**src/rtl/mem_stage.sv**
```systemverilog
// Memory-access pipeline stage: req/ack data-memory port, load alignment/extension, store byte enables.
// Optional bus watchdog enabled by defining MEM_TIMEOUT_EN (limit set by TIMEOUT_CYCLES).

package mem_stage_pkg;
    localparam int RegWidth = 32;

    typedef struct packed {
        logic       valid;
        logic       mem_rd;
        logic       mem_wr;
        logic       reg_wr;
        logic [2:0] func3;
    } ctrl_t;

    typedef struct packed {
        logic [4:0]          addr;
        logic [RegWidth-1:0] value;
    } reg_t;

    typedef struct packed {
        ctrl_t ctrl;
        reg_t  rd;
        reg_t  rs;
    } ex_mem_t;

    typedef struct packed {
        ctrl_t ctrl;
        reg_t  rd;
    } mem_wb_t;
endpackage

module mem_stage
    import mem_stage_pkg::*;
#(
    parameter int TIMEOUT_CYCLES = 64
) (
    input  logic                iClk,
    input  logic                nRst,
    input  logic                iFlush,
    input  ex_mem_t             iEX,
    output mem_wb_t             oWB,
    output logic [RegWidth-1:0] oFwMe,
    output logic                oStall,
    output logic                oDmReq,
    output logic                oDmWe,
    output logic [31:0]         oDmAddr,
    output logic [3:0]          oDmBe,
    output logic [31:0]         oDmWdata,
    input  logic                iDmAck,
    input  logic [31:0]         iDmRdata,
    input  logic                iDmErr,
    output logic                oFault,
    output logic [1:0]          oFaultCause
);

    typedef enum logic {IDLE, BUSY} state_e;

    state_e        state_q, state_d;
    mem_wb_t       wb_q, wb_d;
    logic          req_q, req_d, we_q, we_d, drop_q, drop_d, fault_q, fault_d;
    logic [31:0]   addr_q, addr_d, wdata_q, wdata_d;
    logic [3:0]    be_q, be_d;
    logic [1:0]    cause_q, cause_d;
    logic [2:0]    f3_q, f3_d;
    ctrl_t         ctrl_q, ctrl_d;
    logic [4:0]    rdAddr_q, rdAddr_d;

    logic          memop, isStore, illegal, misaligned, timeout;
    logic [2:0]    f3;
    logic [1:0]    off;
    logic [3:0]    reqBe;
    logic [31:0]   reqWdata, loadData;
    logic [7:0]    ldByte;
    logic [15:0]   ldHalf;

    assign memop   = iEX.ctrl.valid & (iEX.ctrl.mem_rd | iEX.ctrl.mem_wr);
    assign isStore = iEX.ctrl.mem_wr;
    assign f3      = iEX.ctrl.func3;
    assign off     = iEX.rd.value[1:0];

    always_comb begin
        illegal = isStore ? (f3 >= 3'b011)
                          : (f3 == 3'b011 || f3 == 3'b110 || f3 == 3'b111);
        case (f3[1:0])
            2'b01:   misaligned = off[0];
            2'b10:   misaligned = (off != 2'b00);
            default: misaligned = 1'b0;
        endcase
        case (f3[1:0])
            2'b00: begin
                reqBe    = 4'b0001 << off;
                reqWdata = {4{iEX.rs.value[7:0]}};
            end
            2'b01: begin
                reqBe    = off[1] ? 4'b1100 : 4'b0011;
                reqWdata = {2{iEX.rs.value[15:0]}};
            end
            default: begin
                reqBe    = 4'b1111;
                reqWdata = iEX.rs.value;
            end
        endcase
    end

    // Lane selection uses the address latched at accept, not the live upstream value.
    always_comb begin
        ldByte = 8'(iDmRdata >> {addr_q[1:0], 3'b000});
        ldHalf = addr_q[1] ? iDmRdata[31:16] : iDmRdata[15:0];
        case (f3_q)
            3'b000:  loadData = {{24{ldByte[7]}}, ldByte};
            3'b001:  loadData = {{16{ldHalf[15]}}, ldHalf};
            3'b100:  loadData = {24'h0, ldByte};
            3'b101:  loadData = {16'h0, ldHalf};
            default: loadData = iDmRdata;
        endcase
    end

`ifdef MEM_TIMEOUT_EN
    localparam int CntW = $clog2(TIMEOUT_CYCLES + 1);
    logic [CntW-1:0] cnt_q, cnt_d;

    assign timeout = (state_q == BUSY) && !iDmAck && (cnt_q == CntW'(TIMEOUT_CYCLES - 1));
    assign cnt_d   = (state_q == BUSY && state_d == BUSY) ? cnt_q + 1'b1 : '0;

    always_ff @(posedge iClk or negedge nRst) begin
        if (!nRst) cnt_q <= '0;
        else       cnt_q <= cnt_d;
    end
`else
    assign timeout = 1'b0;
`endif

    always_ff @(posedge iClk or negedge nRst) begin
        if (!nRst) state_q <= IDLE;
        else       state_q <= state_d;
    end

    always_comb begin
        state_d = state_q;
        case (state_q)
            IDLE:    if (memop && !illegal && !misaligned && !iFlush) state_d = BUSY;
            BUSY:    if (iDmAck || timeout) state_d = IDLE;
            default: state_d = IDLE;
        endcase
    end

    always_comb begin
        oStall   = 1'b0;
        wb_d     = '0;
        req_d    = req_q;
        we_d     = we_q;
        addr_d   = addr_q;
        be_d     = be_q;
        wdata_d  = wdata_q;
        f3_d     = f3_q;
        ctrl_d   = ctrl_q;
        rdAddr_d = rdAddr_q;
        drop_d   = drop_q;
        fault_d  = 1'b0;
        cause_d  = 2'b00;
        case (state_q)
            IDLE: begin
                if (iFlush) begin
                    wb_d = '0;
                end else if (!memop) begin
                    wb_d.ctrl = iEX.ctrl;
                    wb_d.rd   = iEX.rd;
                end else if (illegal || misaligned) begin
                    fault_d = 1'b1;
                    cause_d = 2'b01;
                end else begin
                    oStall   = 1'b1;
                    req_d    = 1'b1;
                    we_d     = isStore;
                    addr_d   = iEX.rd.value;
                    be_d     = reqBe;
                    wdata_d  = isStore ? reqWdata : 32'h0;
                    f3_d     = f3;
                    ctrl_d   = iEX.ctrl;
                    rdAddr_d = iEX.rd.addr;
                    drop_d   = 1'b0;
                end
            end
            BUSY: begin
                oStall = !iDmAck && !timeout;
                drop_d = drop_q | iFlush;
                if (iDmAck || timeout) begin
                    req_d   = 1'b0;
                    we_d    = 1'b0;
                    addr_d  = '0;
                    be_d    = '0;
                    wdata_d = '0;
                    drop_d  = 1'b0;
                end
                if (iDmAck) begin
                    if (drop_q || iFlush) begin
                        wb_d = '0;
                    end else if (iDmErr) begin
                        fault_d = 1'b1;
                        cause_d = 2'b10;
                    end else begin
                        wb_d.ctrl     = ctrl_q;
                        wb_d.rd.addr  = rdAddr_q;
                        wb_d.rd.value = we_q ? '0 : loadData;
                        if (we_q) wb_d.ctrl.reg_wr = 1'b0;
                    end
                end else if (timeout) begin
                    fault_d = 1'b1;
                    cause_d = 2'b11;
                end
            end
            default: ;
        endcase
    end

    always_ff @(posedge iClk or negedge nRst) begin
        if (!nRst) begin
            wb_q     <= '0;
            req_q    <= 1'b0;
            we_q     <= 1'b0;
            addr_q   <= '0;
            be_q     <= '0;
            wdata_q  <= '0;
            f3_q     <= '0;
            ctrl_q   <= '0;
            rdAddr_q <= '0;
            drop_q   <= 1'b0;
            fault_q  <= 1'b0;
            cause_q  <= 2'b00;
        end else begin
            wb_q     <= wb_d;
            req_q    <= req_d;
            we_q     <= we_d;
            addr_q   <= addr_d;
            be_q     <= be_d;
            wdata_q  <= wdata_d;
            f3_q     <= f3_d;
            ctrl_q   <= ctrl_d;
            rdAddr_q <= rdAddr_d;
            drop_q   <= drop_d;
            fault_q  <= fault_d;
            cause_q  <= cause_d;
        end
    end

    assign oWB         = wb_q;
    assign oFwMe       = wb_q.ctrl.valid ? wb_q.rd.value : '0;
    assign oDmReq      = req_q;
    assign oDmWe       = we_q;
    assign oDmAddr     = addr_q;
    assign oDmBe       = be_q;
    assign oDmWdata    = wdata_q;
    assign oFault      = fault_q;
    assign oFaultCause = cause_q;

endmodule

```
**config.mk**
```make
export PLATFORM = sky130hd
export DESIGN_NAME = mem_stage
export DESIGN_NICKNAME = d
export VERILOG_FILES = /design/src/rtl/mem_stage.sv
export SDC_FILE = /design/constraint.sdc
export NUM_CORES = 1
export LEC_CHECK = 0
export CAP_MARGIN = 20
export CORE_ASPECT_RATIO = 0.9
export CORE_MARGIN = 10
export CORE_UTILIZATION = 40
export DETAILED_ROUTE_END_ITERATION = 8
export GPL_ROUTABILITY_DRIVEN = 0
export GPL_TIMING_DRIVEN = 0
export PLACE_DENSITY = 0.75
export SYNTH_ARGS = -nofsm -noshare
export SYNTH_HDL_FRONTEND = slang
export SYNTH_SLANG_ARGS = --single-unit
```
**constraint.sdc**
```tcl
create_clock -name iClk -period 2.3 [get_ports iClk]
set_input_delay 0.23 -clock iClk [delete_from_list [all_inputs] [get_ports iClk]]
set_output_delay 0.23 -clock iClk [all_outputs]
set_load 0.005 [all_outputs]
```
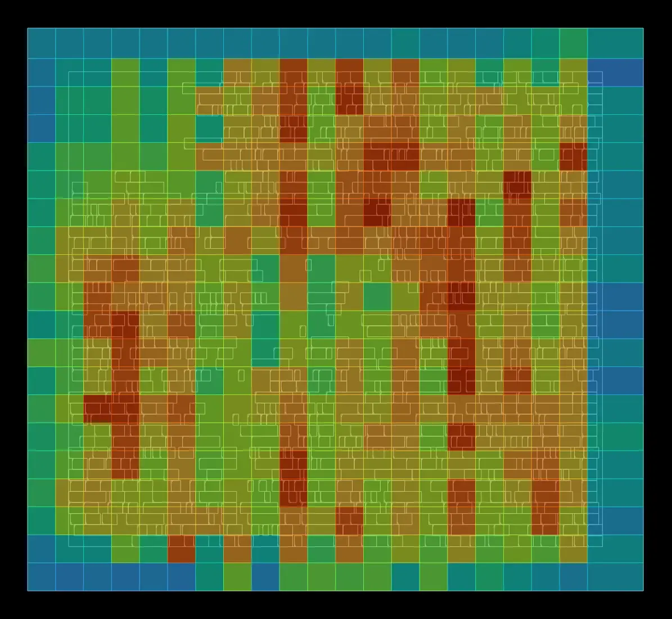
Run 1: track usage over the die
GRT busiest layer: met2
met2 demand-to-capacity share in global routing: 36.1%

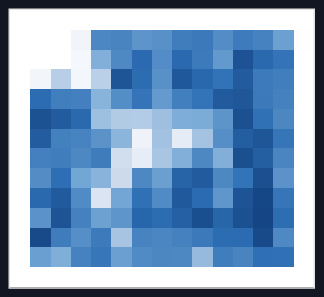
Run 1: placement density heat map
Scale: 2 px per µm. The die is cut into 15 by 14 equal tiles; white is low, dark blue is high, 0 to 100% covered.
tiles over 75% full: 21%
emptiest ninth of the die: upper left
nearly empty tiles: 28%
fullest tile: 91%
mean over tiles: 46%
utilization of the core after routing: 64.1%
floorplan-stage core utilization: 40.6%
Core Footprint: 0.0154 mm²

==> flow report, run 1 <==
STA
-----------------------------------------------------------------------------------------
Actual transition at the worst max-transition pin                                0.699 ns
Setup clock skew after layout                                                  0.00853 ns
Count of endpoints failing setup in the final report                                    0
Period utilization                                                                  98.6%
Slew margin rel.                                                                    53.4%
Fmax achieved                                                                     441 MHz
Final worst path period need                                                      2.27 ns

YOSYS
-----------------------------------------------------------------------------------------
Dominant cell type by area after synthesis                                   sky130_fd_sc_hd__dfrtp_1
Proportion of register bits with asynchronous set or reset after synthesis           100%
Cell area after synthesis                                                     0.00625 mm²
Synth top area cells                                                         sky130_fd_sc_hd__dfrtp_1 52%, sky130_fd_sc_hd__mux2i_1 9.8%, sky130_fd_sc_hd__nand2_1 4.4%, sky130_fd_sc_hd__and2_1 3.3%, sky130_fd_sc_hd__mux2_2 2.9%
Total cells reported by yosys after synthesis                                         592
Commonest register cell after synthesis                                      sky130_fd_sc_hd__dfrtp_1
Count of warnings emitted by yosys                                                      0
Avg Inst Size Synth                                                              10.6 µm²
Chip area estimate from yosys synthesis                                       0.00625 mm²
Number of instances in the synthesized netlist                                        592

CRITICAL PATH
-----------------------------------------------------------------------------------------
Cell family contributing the most delay on the critical path                 simple AND/OR/NAND/NOR gates
Number of cells on the worst reg-to-reg path                                            5
Max incr delay on CP                                                              0.37 ns
Worst setup startpoint                                                            iEX[74]
Data arrival at the endpoint of the critical path                                 2.04 ns
Worst path most repeated cell                                                sky130_fd_sc_hd__buf_6
Critical register-to-register path startpoint                                     state_q
Critical Path Start Type                                                       input port

FINISH
-----------------------------------------------------------------------------------------
Number of diodes added for antenna fixing                                               0
Most common logic cells in the final layout                                  256 x sky130_fd_sc_hd__clkdlybuf4s50_1, 130 x sky130_fd_sc_hd__dfrtp_1, 74 x sky130_fd_sc_hd__nand2_1

CLOCK TREE
-----------------------------------------------------------------------------------------
Root buf cell                                                                sky130_fd_sc_hd__clkbuf_16
Quantity of gates resized following cts                                                20
TritonCTS buffer count                                                                 17
Clock transition at the registers of the reported paths                           0.06 ns
Maximum number of buffers from clock root to sink                                       2

POWER
-----------------------------------------------------------------------------------------
Internal power consumption                                                      0.00575 W
Power share of the clock group                                                      38.4%
Static leakage                                                                    4.57 nW
Logic pwr share                                                                     25.0%

PLACED DESIGN
-----------------------------------------------------------------------------------------
Count of port buffers added during placement                                          262
Post-Place Cell Area                                                          0.00915 mm²

DRT
-----------------------------------------------------------------------------------------
Metal1 wirelength                                                                 9.57 mm
Detail-routed via count per cell                                                     5.20
Drt pass-1 iters                                                                        7
Number of DRC violations after detailed-routing iteration 0                           345

GLOBAL ROUTE
-----------------------------------------------------------------------------------------
Initial antenna violation count                                                         1
Total routing usage reported by global routing                                      22.1%

DIE
-----------------------------------------------------------------------------------------
Floorplan die area                                                             0.0210 mm²
I/O pin total                                                                         268

OUTCOME
-----------------------------------------------------------------------------------------
Status                                                                       complete, no violations

WORST HOLD PATH
-----------------------------------------------------------------------------------------
Worst min-delay path category                                                input port to register

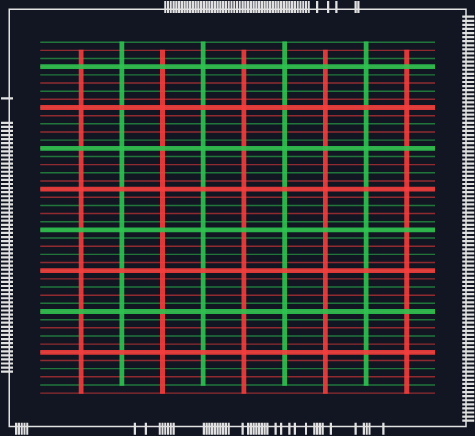
Run 1: power grid
Scale: 3 px per µm. Pins as bars on the die edge.
[VDD] green
[VSS] red
met4 straps: 9
rows: 43
met5 straps: 8
met1 rails: 44
width of the chip: 152 µm
worst ir drop on vdd: 0.510 mV

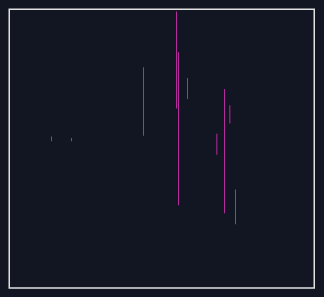
Run 1: metal 4
Scale: 2 px per µm.
share of all routed wire: 1.1%
nets with wire on the layer: 8
main direction: vertical
via count: 5677
total length of routed wires: 24.0 mm

==> run 1: per-layer routing <==
| layer | track usage, % | up-vias |
|---|---|---|
| li1 | - | 2634 |
| met1 | 25.9 | 2769 |
| met2 | 36.1 | 252 |
| met3 | 9.43 | 20 |
| met4 | 5.72 | 2 |
| met5 | 0 | - |
==> run 1: logic make-up after synthesis <==
kind of cell	after synthesis	synth area share, %
flip-flops	131	52.5
multiplexers	81	13.6
buffers and inverters	88	5.79
adder cells (fa/ha/maj)	4	0.801
AND-OR/OR-AND	142	16.4
AND/OR/NAND/NOR	146	10.9
==> run 1: power groups by stage <==
stage                     registers (W)  clock network, W  logic (W)
final                           0.00291           0.00306    0.00199
after global routing            0.00295           0.00320    0.00217
after detailed placement        0.00294                 0    0.00199
after CTS                       0.00290           0.00309    0.00201
after global placement          0.00293                 0    0.00196
after floorplan                 0.00294                 0   0.000764
==> run 1: synthesized netlist by cell type (5+ instances only) <==
master	n
sky130_fd_sc_hd__o22ai_1	15
sky130_fd_sc_hd__nand2_1	74
sky130_fd_sc_hd__inv_1	47
sky130_fd_sc_hd__dfrtp_1	131
sky130_fd_sc_hd__mux2i_1	61
sky130_fd_sc_hd__clkbuf_1	28
sky130_fd_sc_hd__a221o_1	16
sky130_fd_sc_hd__a32o_1	11
sky130_fd_sc_hd__and2_1	33
sky130_fd_sc_hd__o31ai_1	8
sky130_fd_sc_hd__mux2_2	16
sky130_fd_sc_hd__a22oi_1	8
sky130_fd_sc_hd__a22o_1	16
sky130_fd_sc_hd__nand2b_1	5
sky130_fd_sc_hd__o21ai_0	27
sky130_fd_sc_hd__a21oi_1	29
sky130_fd_sc_hd__nor2_1	20
==> run 1: how the worst min path moves through the flow <==
stage / depth (start not counted) / endpoint / slack (ns) / from
floorplan: 0 / ctrl_q[0] / -0.07 / nRst
CTS: 2 / oWB[38] / 0.1 / iEX[75]
detailed placement: 1 / oWB[28] / 0.22 / nRst
global route: 2 / oWB[37] / 0.11 / iEX[74]
global placement: 1 / ctrl_q[6] / 0.46 / ctrl_q[6]
finish: 2 / oWB[37] / 0.12 / iEX[74]
==> run 1: cell type report <==
class,instances,area [µm²]
tap,202,253
fill,1284,5530
buffer,41,195
sequential,131,3280
timing repair buffer,266,2670
inverter,47,176
multi-input combinational,373,2630
clock inverter,14,223
clock buffer,18,439
==> run 1: through the flow <==
step	power (W)	setup WS (ns)	instances	setup TNS (ns)	hold slack [ns]
3_5_place_dp	0.00493	-1.06	1057	-40.25	0.224
5_1_grt	0.00832	-0.0612	1092	-0.0612	0.112
2_1_floorplan	0.00370	0.312	592	0	-0.0656
4_1_cts	0.00800	0.00180	1091	0	0.0960
3_3_place_gp	0.00489	-4.33	1056	-602.53	0.459
6_report	0.00795	0.0331	1092	0	0.117
==> run 1: registers in the layout, indices dropped and copies added (netlist names) <==
signal,count
oDmAddr,32
oDmReq,1
oDmWdata,32
drop_q,1
oFault,1
oDmBe,4
oDmWe,1
rdAddr_q,5
state_q,1
ctrl_q,7
oWB,44
oFaultCause,2
Run 1, clock wires, drivers and flops:
Scale: 4 px per µm.
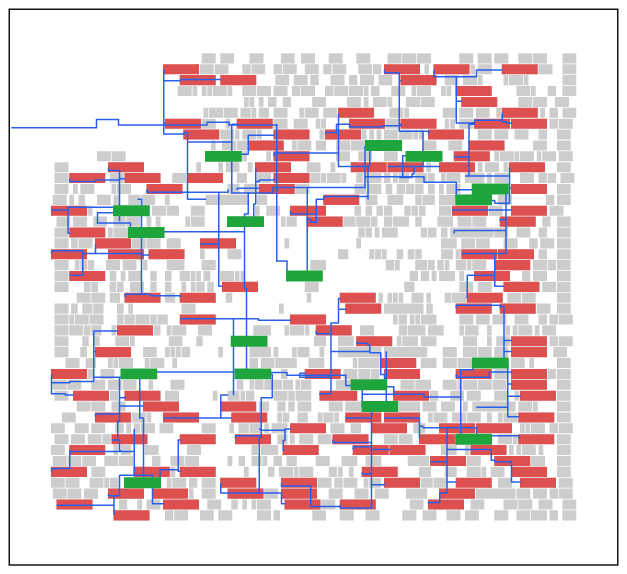

==> run 2, diff against run 1 <==
- DONT_BUFFER_PORTS: default -> 1
- PLACE_DENSITY: 0.75 -> 0.53
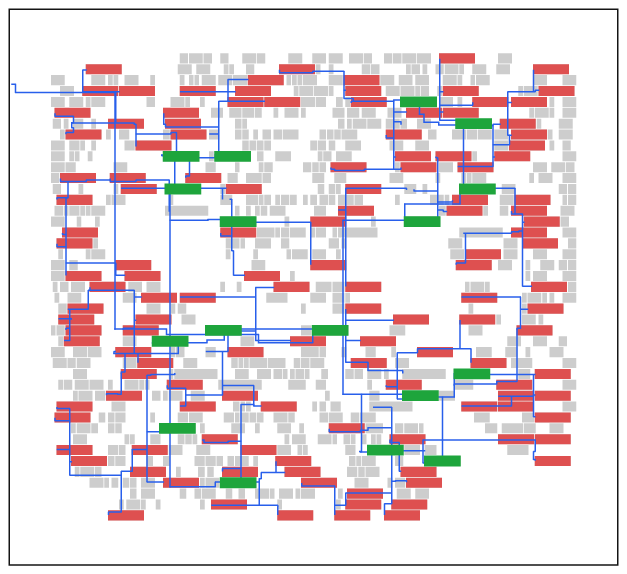
Run 2: clock wires, drivers and flops
Scale: 4 px per µm.
[cells driving clock nets] green | count: 17
[clock wires] blue | length: 1920 µm
[flip-flops] red | count: 131
routed clock nets: 18
flops lie: all over the die
power drawn by the clock network: 0.00312 W
power share of the clock group: 42.9%

==> run 2 against run 1 <==
Against the previous run: the run now ends with hold timing left; hold slack worse by 0.62 ns; design area fell by 20%; area after synthesis did not move; clock power up 2%; first-iteration DRC count is 7.2% lower; critical endpoint unchanged; die size unchanged; final cell count fell by 18%; largest power group unchanged; register-to-register slack got worse by 0.07 ns.
==> flow report, run 2 <==
DIE
---------------------------------------------------------------------------
I/O pin total                                                           268   unchanged
Floorplan die area                                               0.0210 mm²   unchanged
Floorplan-stage core utilization                                      40.6%   unchanged
Width of the chip                                                    152 µm   unchanged

GLOBAL ROUTE
---------------------------------------------------------------------------
Total routing usage reported by global routing                        21.0%   was 22.1%
Global Route met3 Usage                                               8.87%   was 9.43%
Initial antenna violation count                                           1   unchanged
Global Route met1 Usage                                               24.9%   was 25.9%
Met2 demand-to-capacity share in global routing                       33.9%   was 36.1%

CRITICAL PATH
---------------------------------------------------------------------------
Max incr delay on CP                                                0.44 ns   was 0.37 ns
Data arrival at the endpoint of the critical path                   1.96 ns   was 2.04 ns
Cell family contributing the most delay on the critical path   simple AND/OR/NAND/NOR gates   unchanged

STA
---------------------------------------------------------------------------
Count of endpoints failing setup in the final report                      0   unchanged
Min Hold Slack                                                    -0.506 ns   was 0.117 ns
Final Hold Violation Tally                                              131   was 0
Slew margin rel.                                                      53.7%   was 53.4%
Fmax achieved                                                       456 MHz   was 441 MHz
Final worst path period need                                        2.19 ns   was 2.27 ns
Setup clock skew after layout                                    0.00686 ns   was 0.00853 ns

YOSYS
---------------------------------------------------------------------------
Chip area estimate from yosys synthesis                         0.00625 mm²   unchanged
Number of instances in the synthesized netlist                          592   unchanged
Dominant cell type by area after synthesis                     sky130_fd_sc_hd__dfrtp_1   unchanged
Total cells reported by yosys after synthesis                           592   unchanged
Count of warnings emitted by yosys                                        0   unchanged
Most frequently used cell type in the post-synthesis netlist   sky130_fd_sc_hd__dfrtp_1   unchanged
Cell area after synthesis                                       0.00625 mm²   unchanged

PLACED DESIGN
---------------------------------------------------------------------------
Count of port buffers added during placement                              0   was 262
Post-Place Cell Area                                            0.00650 mm²   was 0.00915 mm²

FINISH
---------------------------------------------------------------------------
Most common logic cells in the final layout                    131 x sky130_fd_sc_hd__dfrtp_1, 75 x sky130_fd_sc_hd__dlygate4sd3_1, 74 x sky130_fd_sc_hd__nand2_1   was 256 x sky130_fd_sc_hd__clkdlybuf4s50_1, 130 x sky130_fd_sc_hd__dfrtp_1, 74 x sky130_fd_sc_hd__nand2_1
Fill cell instance count of the final layout                           1417   was 1284

POWER
---------------------------------------------------------------------------
Post-route total power                                            0.00727 W   was 0.00795 W
Static leakage                                                      3.88 nW   was 4.57 nW

CLOCK TREE
---------------------------------------------------------------------------
Root buf cell                                                  sky130_fd_sc_hd__clkbuf_16   unchanged
Clock transition at the registers of the reported paths             0.06 ns   about the same

OUTCOME
---------------------------------------------------------------------------
Violated checks                                                 hold timing
Status                                                         finished, violations left   was complete, no violations

DRT
---------------------------------------------------------------------------
Total length of routed wires                                        22.7 mm   was 24.0 mm
Detail-routed via count per cell                                       5.61   was 5.20

WORST HOLD PATH
---------------------------------------------------------------------------
Worst min-delay path category                                  input port to async pin   was input port to register

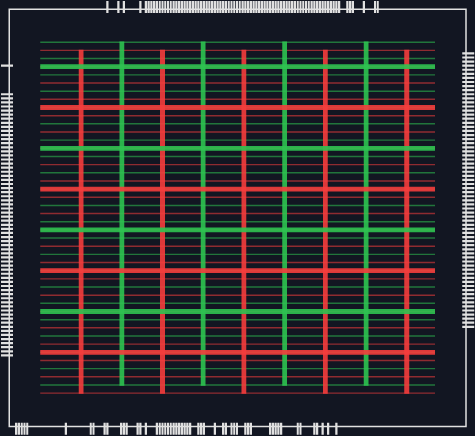
Run 2: power grid
Scale: 3 px per µm. Pins as bars on the die edge.
[VDD] green
[VSS] red
met1 rails: 44
met5 straps: 8
rows: 43
vertical die dimension: 139 µm
worst ir drop on vdd: 0.595 mV

-- run 2: netlist changes by cell type in the layout (fill, tap and decap cells not counted), sizes merged, moves of 3 or more --
cell / previous run / this run
inv: 51 / 48
clkdlybuf4s50: 256 / 0
buf: 19 / 13
dlygate4sd3: 1 / 75
-- run 2: cell type report --
cell class                      instances  area (µm²)  area share (%)
Multi-Input combinational cell        373        2620            33.0
Timing Repair Buffer                   76         758            9.55
Clock inverter                         13         231            2.92
Sequential cell                       131        3280            41.3
Clock buffer                           18         439            5.53
Inverter                               47         176            2.22
Tap cell                              202         253            3.18
Buffer                                 40         180            2.27
-- run 2: layer usage --
layer	wire, µm	up-vias
met5	19	-
met4	337	2
li1	-	2250
met3	2540	29
met2	11100	255
met1	8790	2514
-- run 2: logic make-up after synthesis --
logic type / after synthesis / share of synthesized area (%)
adder cells (fa/ha/maj): 4 / 0.801
AND-OR/OR-AND: 142 / 16.4
flip-flops: 131 / 52.5
multiplexers: 81 / 13.6
AND/OR/NAND/NOR: 146 / 10.9
buffers and inverters: 88 / 5.79
-- run 2: path summary, 6_finish.rpt --
check	start	to	slack [ns]	depth (start not counted)
max	state_q	oStall	0.11	5
min	nRst	oDmWdata[10]	-0.51	0
max reg2reg	state_q	oWB[29]	0.12	5
min reg2reg	ctrl_q[6]	ctrl_q[6]	0.48	1
max in group asynchronous	nRst	oWB[15]	2.63	0
min in group iClk	iDmRdata[4]	oWB[4]	0	2
-- run 2: repair_timing --
item,CTS,global route
pin swaps,0,1
endpoints found under the setup margin,1,10
setup buffers,0,1
endpoints found under the hold margin,225,131
gates resized,2,1
-- run 2: report_power, final --
part	internal (W)	switching [W]
registers	0.00268	0.000355
logic	0.000513	0.000599
clock network	0.00206	0.00106
total	0.00525	0.00201
-- run 2: through the flow --
| stage | cells | worst slack (ns) |
|---|---|---|
| 2_1_floorplan | 592 | 0.312 |
| 3_5_place_dp | 794 | 0.0715 |
| 3_3_place_gp | 794 | 0.0885 |
| 4_1_cts | 899 | 0.0242 |
| 5_1_grt | 900 | 0.000360 |
| 6_report | 900 | 0.106 |
Power figures rest on the tool's default switching activity, not on a simulated workload.
